### Where the registers sit, run 1

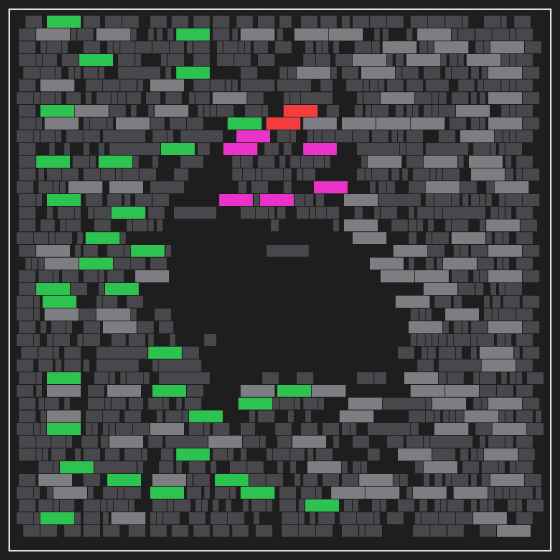
### M1 wires, run 1

Supply wires on this layer in grey.
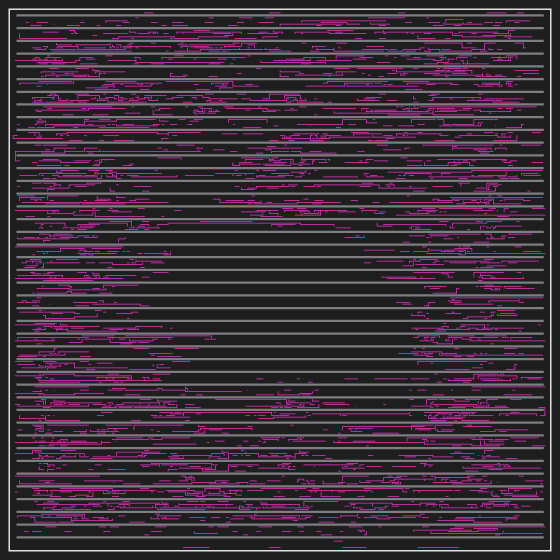
### Supply network, run 1

Pins as bars on the die edge.
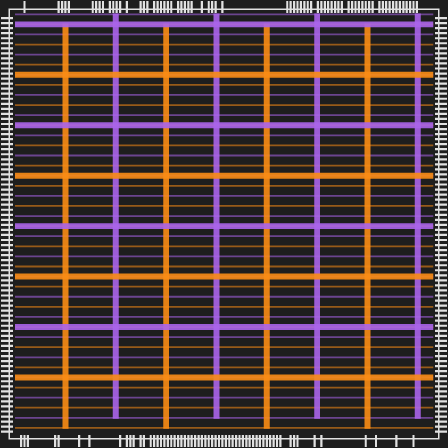
### Clock nets, run 1

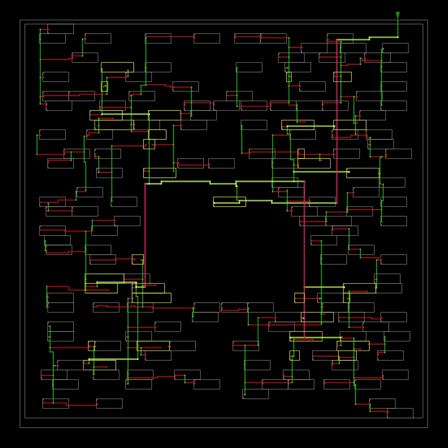
### src/rtl/hilo_seq_pkg.sv
// hilo_seq_pkg: shared state encoding and sizing constants for the HI/LO multiply sequencer. Rev 1.0
`timescale 1ns/1ps
`default_nettype none

package hilo_seq_pkg;

  localparam logic [1:0] ST_IDLE    = 2'd0;
  localparam logic [1:0] ST_RUN     = 2'd1;
  localparam logic [1:0] ST_CAPTURE = 2'd2;

  typedef enum logic [1:0] {
    IDLE    = ST_IDLE,
    RUN     = ST_RUN,
    CAPTURE = ST_CAPTURE
  } state_t;

  localparam int MULT_LATENCY_DEF = 32;
  localparam int CNT_W            = $clog2(MULT_LATENCY_DEF) + 1;

  // Counter width for a given latency; one spare bit keeps LATENCY-1 representable for any value.
  function automatic int cnt_width(input int latency);
    return $clog2(latency) + 1;
  endfunction

endpackage

`default_nettype wire

### src/rtl/hilo_seq_if.sv
// hilo_seq_if: control-unit, datapath and multiplier signals of the HI/LO sequencer. Rev 1.0
`timescale 1ns/1ps
`default_nettype none

interface hilo_seq_if #(
  parameter int WIDTH = 32
);
  logic             start;
  logic [WIDTH-1:0] op_a;
  logic [WIDTH-1:0] op_b;
  logic             hi_we;
  logic             lo_we;
  logic [WIDTH-1:0] wr_data;
  logic [WIDTH-1:0] mult_hi_in;
  logic [WIDTH-1:0] mult_lo_in;
  logic             mult_op;
  logic [WIDTH-1:0] mult_a;
  logic [WIDTH-1:0] mult_b;
  logic             busy;
  logic             done;
  logic [WIDTH-1:0] hi;
  logic [WIDTH-1:0] lo;

  modport slave (
    input  start, op_a, op_b, hi_we, lo_we, wr_data, mult_hi_in, mult_lo_in,
    output mult_op, mult_a, mult_b, busy, done, hi, lo
  );

  modport master (
    output start, op_a, op_b, hi_we, lo_we, wr_data, mult_hi_in, mult_lo_in,
    input  mult_op, mult_a, mult_b, busy, done, hi, lo
  );
endinterface

`default_nettype wire

### src/rtl/hilo_seq.sv
// hilo_seq: holds the multiplier enable for MULT_LATENCY+1 edges, captures the product into HI/LO,
// and services direct HI/LO writes while idle. Rev 1.0
`timescale 1ns/1ps
`default_nettype none

module hilo_seq
  import hilo_seq_pkg::*;
#(
  parameter int WIDTH        = 32,
  parameter int MULT_LATENCY = MULT_LATENCY_DEF
) (
  input  wire       clk,
  input  wire       reset,
  hilo_seq_if.slave bus
);

  localparam int CW = cnt_width(MULT_LATENCY);
  localparam logic [CW-1:0] C_LAST = CW'(MULT_LATENCY - 1);

  state_t           state_q, state_d;
  logic [CW-1:0]    cnt_q, cnt_d;
  logic             mult_op_q;
  logic             busy_q;
  logic             done_q;
  logic [WIDTH-1:0] a_q, b_q;
  logic [WIDTH-1:0] hi_q, lo_q;

  always_comb begin
    state_d = state_q;
    cnt_d   = cnt_q;
    case (state_q)
      IDLE: begin
        if (bus.start) begin
          state_d = RUN;
          cnt_d   = '0;
        end
      end
      RUN: begin
        cnt_d = cnt_q + CW'(1);
        if (cnt_q == C_LAST) begin
          state_d = CAPTURE;
        end
      end
      CAPTURE: state_d = IDLE;
      default: state_d = IDLE;
    endcase
  end

  always_ff @(posedge clk) begin
    if (reset) begin
      state_q   <= IDLE;
      cnt_q     <= '0;
      mult_op_q <= 1'b0;
      busy_q    <= 1'b0;
      done_q    <= 1'b0;
      a_q       <= '0;
      b_q       <= '0;
      hi_q      <= '0;
      lo_q      <= '0;
    end else begin
      state_q <= state_d;
      cnt_q   <= cnt_d;
      done_q  <= 1'b0;
      case (state_q)
        IDLE: begin
          // Direct writes land first; a same-cycle start is later overwritten by the capture.
          if (bus.hi_we) hi_q <= bus.wr_data;
          if (bus.lo_we) lo_q <= bus.wr_data;
          if (bus.start) begin
            a_q       <= bus.op_a;
            b_q       <= bus.op_b;
            mult_op_q <= 1'b1;
            busy_q    <= 1'b1;
          end
        end
        RUN: begin
          mult_op_q <= 1'b1;
        end
        CAPTURE: begin
          // Enable is still high on this edge, so the multiplier is holding a valid product.
          hi_q      <= bus.mult_hi_in;
          lo_q      <= bus.mult_lo_in;
          done_q    <= 1'b1;
          busy_q    <= 1'b0;
          mult_op_q <= 1'b0;
        end
        default: begin
          mult_op_q <= 1'b0;
          busy_q    <= 1'b0;
        end
      endcase
    end
  end

  assign bus.mult_op = mult_op_q;
  assign bus.mult_a  = a_q;
  assign bus.mult_b  = b_q;
  assign bus.busy    = busy_q;
  assign bus.done    = done_q;
  assign bus.hi      = hi_q;
  assign bus.lo      = lo_q;

endmodule

`default_nettype wire

### src/flat_wrapper.sv
// flat-port wrapper written by rule: the top's interface ports become plain ports
module hilo_seq_flat import hilo_seq_pkg::*;
#(
  parameter int WIDTH        = 32,
  parameter int MULT_LATENCY = MULT_LATENCY_DEF
)
  (clk, reset, bus_start, bus_op_a, bus_op_b, bus_hi_we, bus_lo_we, bus_wr_data, bus_mult_hi_in, bus_mult_lo_in, bus_mult_op, bus_mult_a, bus_mult_b, bus_busy, bus_done, bus_hi, bus_lo);
  hilo_seq_if #(.WIDTH(WIDTH)) bus_i ();
  input  wire clk;
  input  wire reset;
  input wire logic [$bits(bus_i.start)-1:0] bus_start;
  input wire logic [$bits(bus_i.op_a)-1:0] bus_op_a;
  input wire logic [$bits(bus_i.op_b)-1:0] bus_op_b;
  input wire logic [$bits(bus_i.hi_we)-1:0] bus_hi_we;
  input wire logic [$bits(bus_i.lo_we)-1:0] bus_lo_we;
  input wire logic [$bits(bus_i.wr_data)-1:0] bus_wr_data;
  input wire logic [$bits(bus_i.mult_hi_in)-1:0] bus_mult_hi_in;
  input wire logic [$bits(bus_i.mult_lo_in)-1:0] bus_mult_lo_in;
  output wire logic [$bits(bus_i.mult_op)-1:0] bus_mult_op;
  output wire logic [$bits(bus_i.mult_a)-1:0] bus_mult_a;
  output wire logic [$bits(bus_i.mult_b)-1:0] bus_mult_b;
  output wire logic [$bits(bus_i.busy)-1:0] bus_busy;
  output wire logic [$bits(bus_i.done)-1:0] bus_done;
  output wire logic [$bits(bus_i.hi)-1:0] bus_hi;
  output wire logic [$bits(bus_i.lo)-1:0] bus_lo;
  assign bus_i.start = bus_start;
  assign bus_i.op_a = bus_op_a;
  assign bus_i.op_b = bus_op_b;
  assign bus_i.hi_we = bus_hi_we;
  assign bus_i.lo_we = bus_lo_we;
  assign bus_i.wr_data = bus_wr_data;
  assign bus_i.mult_hi_in = bus_mult_hi_in;
  assign bus_i.mult_lo_in = bus_mult_lo_in;
  assign bus_mult_op = bus_i.mult_op;
  assign bus_mult_a = bus_i.mult_a;
  assign bus_mult_b = bus_i.mult_b;
  assign bus_busy = bus_i.busy;
  assign bus_done = bus_i.done;
  assign bus_hi = bus_i.hi;
  assign bus_lo = bus_i.lo;
  hilo_seq #(.WIDTH(WIDTH), .MULT_LATENCY(MULT_LATENCY)) u_core (.clk(clk), .reset(reset), .bus(bus_i));
endmodule
### config.mk
export PLATFORM = sky130hd
export DESIGN_NAME = hilo_seq_flat
export DESIGN_NICKNAME = d
export VERILOG_FILES = /design/src/rtl/hilo_seq_pkg.sv /design/src/rtl/hilo_seq_if.sv /design/src/rtl/hilo_seq.sv /design/src/flat_wrapper.sv
export SDC_FILE = /design/constraint.sdc
export NUM_CORES = 1
export LEC_CHECK = 0
export CAP_MARGIN = 25
export CORE_UTILIZATION = 42
export DETAILED_ROUTE_END_ITERATION = 10
export HOLD_SLACK_MARGIN = 0.03
export MAX_ROUTING_LAYER = met4
export PLACE_DENSITY = 0.86
export SYNTH_ARGS = -nofsm -noshare
export SYNTH_HDL_FRONTEND = slang
export SYNTH_SLANG_ARGS = --single-unit
### constraint.sdc
create_clock -name clk -period 3 [get_ports clk]
set_input_delay 0.45 -clock clk [delete_from_list [all_inputs] [get_ports clk]]
set_output_delay 0.45 -clock clk [all_outputs]
set_load 0.01 [all_outputs]
==> results.ini, run 1 <==
[global_routing]
top_usage_layer=met2
grt.total_usage_pct=25.7
gr-usage-met2_pct=43.1
grtUsageMet3_pct=9.54
grt_overflow=0

[clock_network]
cts.htree.levels=4

[yosys]
top_cell=nand2_1
ys_seq_elements=139
synthXorXnorAreaFrac_pct=0
yosysTopAreaCell=dfxtp_1
yosysWarnings=0
common_cells=228 x nand2_1, 139 x dfxtp_1, 71 x nor2_1

[floorplan]
ios=296
core_area_sq_um=12600

[flow_run]
warning_count=26

[run_status]
status=finished clean

[sta]
max_slew_margin_pct=57.7
period_needed_ns=2.11

[routing]
met3_length_mm=1.73

[final_layout]
nNonClkInverters=1
signal_buffers=305
comb_area_sq_um=2260
comb_cells=462
layout.nets=1092

[setup_path]
worst_setup_path_end_kind=flop

[placement]
hpwl_mm=11.7
place.gp.congestion=0.783

[power_and_ir_drop]
powerDensity_nw_per_um2=558

Back to the opening pictures, 'Where the registers sit':
[magenta] u_core.cnt_q | placed flops: 6
[red] u_core.state_q | placed flops: 2
[green] u_core.bus.hi | placed flops: 32
flop share of the area: 31.1%
Power Sequential: 2.03 mW
final design utilization: 71.1%

Back to the opening pictures, 'M1 wires':
share of all routed wire: 39%
nets with wire on the layer: 952
main direction: horizontal
GRT met1 Usage: 27.4%
via count: 5631
Routed WL: 16.9 mm

Back to the opening pictures, 'Supply network':
[orange] VSS
[purple] VDD
met1 rails: 42
signal pins: 296
met4 straps: 8
die height: 115 um
DIE WIDTH: 115 um
Max VDD drop: 0.402 mV

Back to the opening pictures, 'Clock nets':
Seq cells: 139
CTS Sinks: 139
Late-Pin Clk Latency: 0.41 ns
final-layout clock buffer total: 21
Layout Skew: 0.00556 ns

==> run 1: path summary, 6_finish.rpt <==
path	depth (start not counted)	endpoint	slack (ns)	startpoint
hold reg to reg	2	u_core.bus.mult_b[27]	0.45	u_core.bus.mult_b[27]
setup reg to reg	4	u_core.bus.hi[30]	0.89	u_core.state_q[1]
setup / recovery	4	u_core.bus.hi[30]	0.89	u_core.state_q[1]
hold / removal	2	u_core.bus.mult_b[27]	0.45	u_core.bus.mult_b[27]
==> run 1: layout by cell type (no fill, tap or decap), drive strengths merged, types with 2 or more instances in the layout <==
master / n
nand2: 228
nor3: 3
a21oi: 67
nand2b: 3
nand3: 3
nand3b: 2
o21ai: 3
o21ba: 2
clkbuf: 21
buf: 11
clkinvlp: 2
mux2i: 2
bufinv: 3
clkinv: 6
dfxtp: 139
nor2: 71
nor3b: 4
a311oi: 64
clkdlybuf4s50: 294
==> run 1: sequential cells by signal, indices dropped and copies added, names as in the netlist <==
register            flops
u_core.bus.busy         1
u_core.bus.done         1
u_core.bus.hi          32
u_core.bus.lo          32
u_core.bus.mult_a      32
u_core.bus.mult_b      32
u_core.bus.mult_op      1
u_core.cnt_q            6
u_core.state_q          2
==> run 1: report_power, final <==
group | total (mW) | internal, mW | switching (mW)
Combinational | 0.810 | 0.477 | 0.332
Clock | 2.14 | 1.37 | 0.774
Sequential | 2.03 | 1.97 | 0.0649
==> run 1: per-stage QoR <==
stage               worst slack (ns)  power, mW  hold slack [ns]
global route                   0.723       5.19            0.463
detailed placement             0.821       2.88            0.446
global placement               0.862       2.86            0.440
finish                         0.889       4.99            0.451
CTS                            0.870       5.03            0.454
floorplan                       1.67       2.38            0.468
==> run 2, diff against run 1 <==
--- a/config.mk
+++ b/config.mk
@@ -6,11 +6,11 @@
 export NUM_CORES = 1
 export LEC_CHECK = 0
 export CAP_MARGIN = 25
-export CORE_UTILIZATION = 42
+export CORE_UTILIZATION = 39
 export DETAILED_ROUTE_END_ITERATION = 10
 export HOLD_SLACK_MARGIN = 0.03
 export MAX_ROUTING_LAYER = met4
-export PLACE_DENSITY = 0.86
+export PLACE_DENSITY = 0.81
 export SYNTH_ARGS = -nofsm -noshare
 export SYNTH_HDL_FRONTEND = slang
 export SYNTH_SLANG_ARGS = --single-unit
==> constraint.sdc (replaced) <==
create_clock -name clk -period 2.1 [get_ports clk]
set_input_delay 0.315 -clock clk [delete_from_list [all_inputs] [get_ports clk]]
set_output_delay 0.315 -clock clk [all_outputs]
set_load 0.01 [all_outputs]
### Where the registers sit, run 2

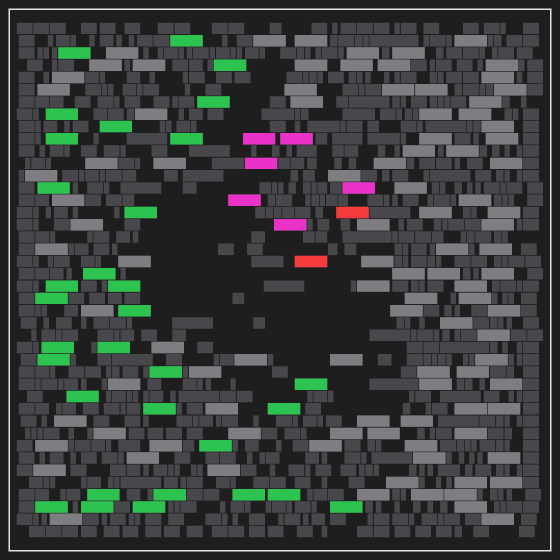
[magenta] u_core.cnt_q | placed flops: 6
[red] u_core.state_q | placed flops: 2
[green] u_core.bus.hi | placed flops: 32
Power Sequential: 2.90 mW
Seq. cell area: 2780 sq um
final design utilization: 67.7%
flop share of the area: 30.8%

### Clock nets, run 2

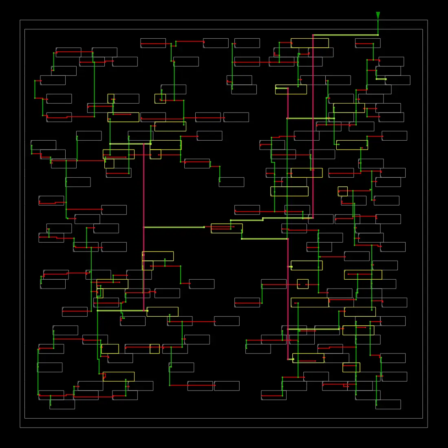
Late-Pin Clk Latency: 0.40 ns
total CTS buffers: 17
final-layout clock buffer total: 19

==> run 2 against run 1 <==
Die area up 7.6%. Combinational power up 44%. Count of clock-buffer cells in the layout down 2. Area after synthesis unchanged. Final cell count up 0.72%. Critical path depth unchanged. Clock power up 49%. Sequential cell count unchanged. Largest cell class unchanged.
==> results.ini, run 2 <==
[yosys]
yosysTopAreaCell=dfxtp_1  ; unchanged
ys_seq_elements=139  ; unchanged
yosysWarnings=0  ; unchanged
top_cell=nand2_1  ; unchanged
common_cells=228 x nand2_1, 139 x dfxtp_1, 71 x nor2_1  ; unchanged

[power_and_ir_drop]
p_sw_mw=1.70  ; was 1.17 mW
powerDensity_nw_per_um2=804  ; was 558 nW/um^2
clk-power_mw=3.19  ; was 2.14 mW
clkPwrFrac_pct=43.9  ; was 43.0%
pg_comb_mw=1.17  ; was 0.810 mW
p_int_mw=5.56  ; was 3.82 mW
maxPowerGroup=clock  ; unchanged
p_leak_nw=3.31  ; was 3.27 nW
combPwrFrac_pct=16.1  ; was 16.2%
seqPwrFrac_pct=40.0  ; was 40.8%

[placement]
dp_cells=1087  ; was 1079
hpwl_mm=12.0  ; was 11.7 mm
place.gp.congestion=0.781  ; was 0.783
io_buffers=295  ; unchanged

[final_layout]
layout.nets=1096  ; was 1092
final_cell_mix=294 x clkdlybuf4s50_1, 228 x nand2_1, 139 x dfxtp_1  ; unchanged
final_common_cell=clkdlybuf4s50_1  ; unchanged

[routing]
met3_length_mm=1.56  ; was 1.73 mm
wl_mm=17.0  ; was 16.9 mm
vias=5586  ; was 5631

[setup_path]
start_kind=flop  ; unchanged
worstReg2RegStart=u_core.state_q[0]  ; was u_core.state_q[1]
startpoint=u_core.state_q[0]  ; was u_core.state_q[1]

[global_routing]
grt.total_usage_pct=24.4  ; was 25.7%
grt_max_degree=65  ; unchanged
grt_overflow=0  ; unchanged

[flow_run]
warning_count=26  ; unchanged

[sta]
skew_ns=0.00420  ; was 0.00556 ns
max_slew_margin_pct=71.3  ; was 57.7%
hold_viol=0  ; unchanged
worstMarginPinSlew_ns=0.429  ; was 0.634 ns
period_needed_ns=1.69  ; was 2.11 ns

[clock_network]
clock-sinks=139  ; unchanged
cts.htree.levels=4  ; unchanged

[min_path]
min_from=reset  ; was u_core.bus.mult_b[27]

[floorplan]
ios=296  ; unchanged

[run_status]
status=finished clean  ; unchanged

### Supply network, run 2

Pins as bars on the die edge.
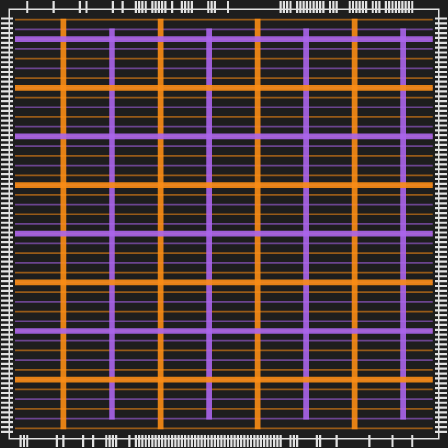
[purple] VDD
[orange] VSS
met1 rails: 43
met4 straps: 8
met5 straps: 8
die height: 120 um
DIE WIDTH: 120 um
Max VDD drop: 0.453 mV
CORE AREA: 13300 sq um

run 2: cell counts after synthesis:
Identical to the previous run, type by type.
run 2: area by class of cell:
class                      count  area, sq um  share of cell area [%]
sequential                   139         2780                    30.8
clock inverter                13          188                    2.08
tap                          176          220                    2.44
multi-input combinational    462         2260                    25.0
clock buffer                  19          453                    5.01
inverter                       1         3.75                  0.0415
timing repair buffer         309         3130                    34.6
run 2: final timing paths:
kind / cells past startpoint / to / slack, ns
max: 4 / u_core.bus.lo[31] / 0.41
min: 2 / u_core.cnt_q[1] / 0.28
max reg2reg: 4 / u_core.bus.lo[31] / 0.41
min reg2reg: 2 / u_core.bus.mult_b[4] / 0.45
run 2: per-layer routing:
layer / GRT usage, % / up-vias
met5: - / -
met4: 10.1 / 0
met3: 8.65 / 26
met2: 38.9 / 230
met1: 27.9 / 2542
li1: - / 2788
run 2: cells by family (layout without fill, tap and decap cells):
logic type | after synthesis | count (layout) | synth area share (%)
AOI/OAI and AO/OA | 140 | 140 | 17.8
adders and majority gates | 1 | 1 | 0.232
buffers and inverters | 58 | 342 | 6.79
DFF | 139 | 139 | 51.5
muxes | 2 | 2 | 0.371
and+or+nand+nor | 319 | 319 | 23.3
run 2: stage by stage:
step / instance area [sq um] / power [mW] / setup WS (ns) / util, % / hold WS (ns)
6_report: 9040 / 7.26 / 0.405 / 67.7 / 0.285
5_1_grt: 9040 / 7.58 / 0.244 / 67.7 / 0.301
4_1_cts: 9040 / 7.34 / 0.371 / 67.7 / 0.264
3_5_place_dp: 8400 / 4.13 / 0.222 / 62.9 / 0.445
3_3_place_gp: 8400 / 4.11 / 0.256 / 62.9 / 0.440
2_1_floorplan: 5400 / 3.40 / 0.839 / - / 0.451
No activity file was given, so power comes from the tool's default toggle rates.
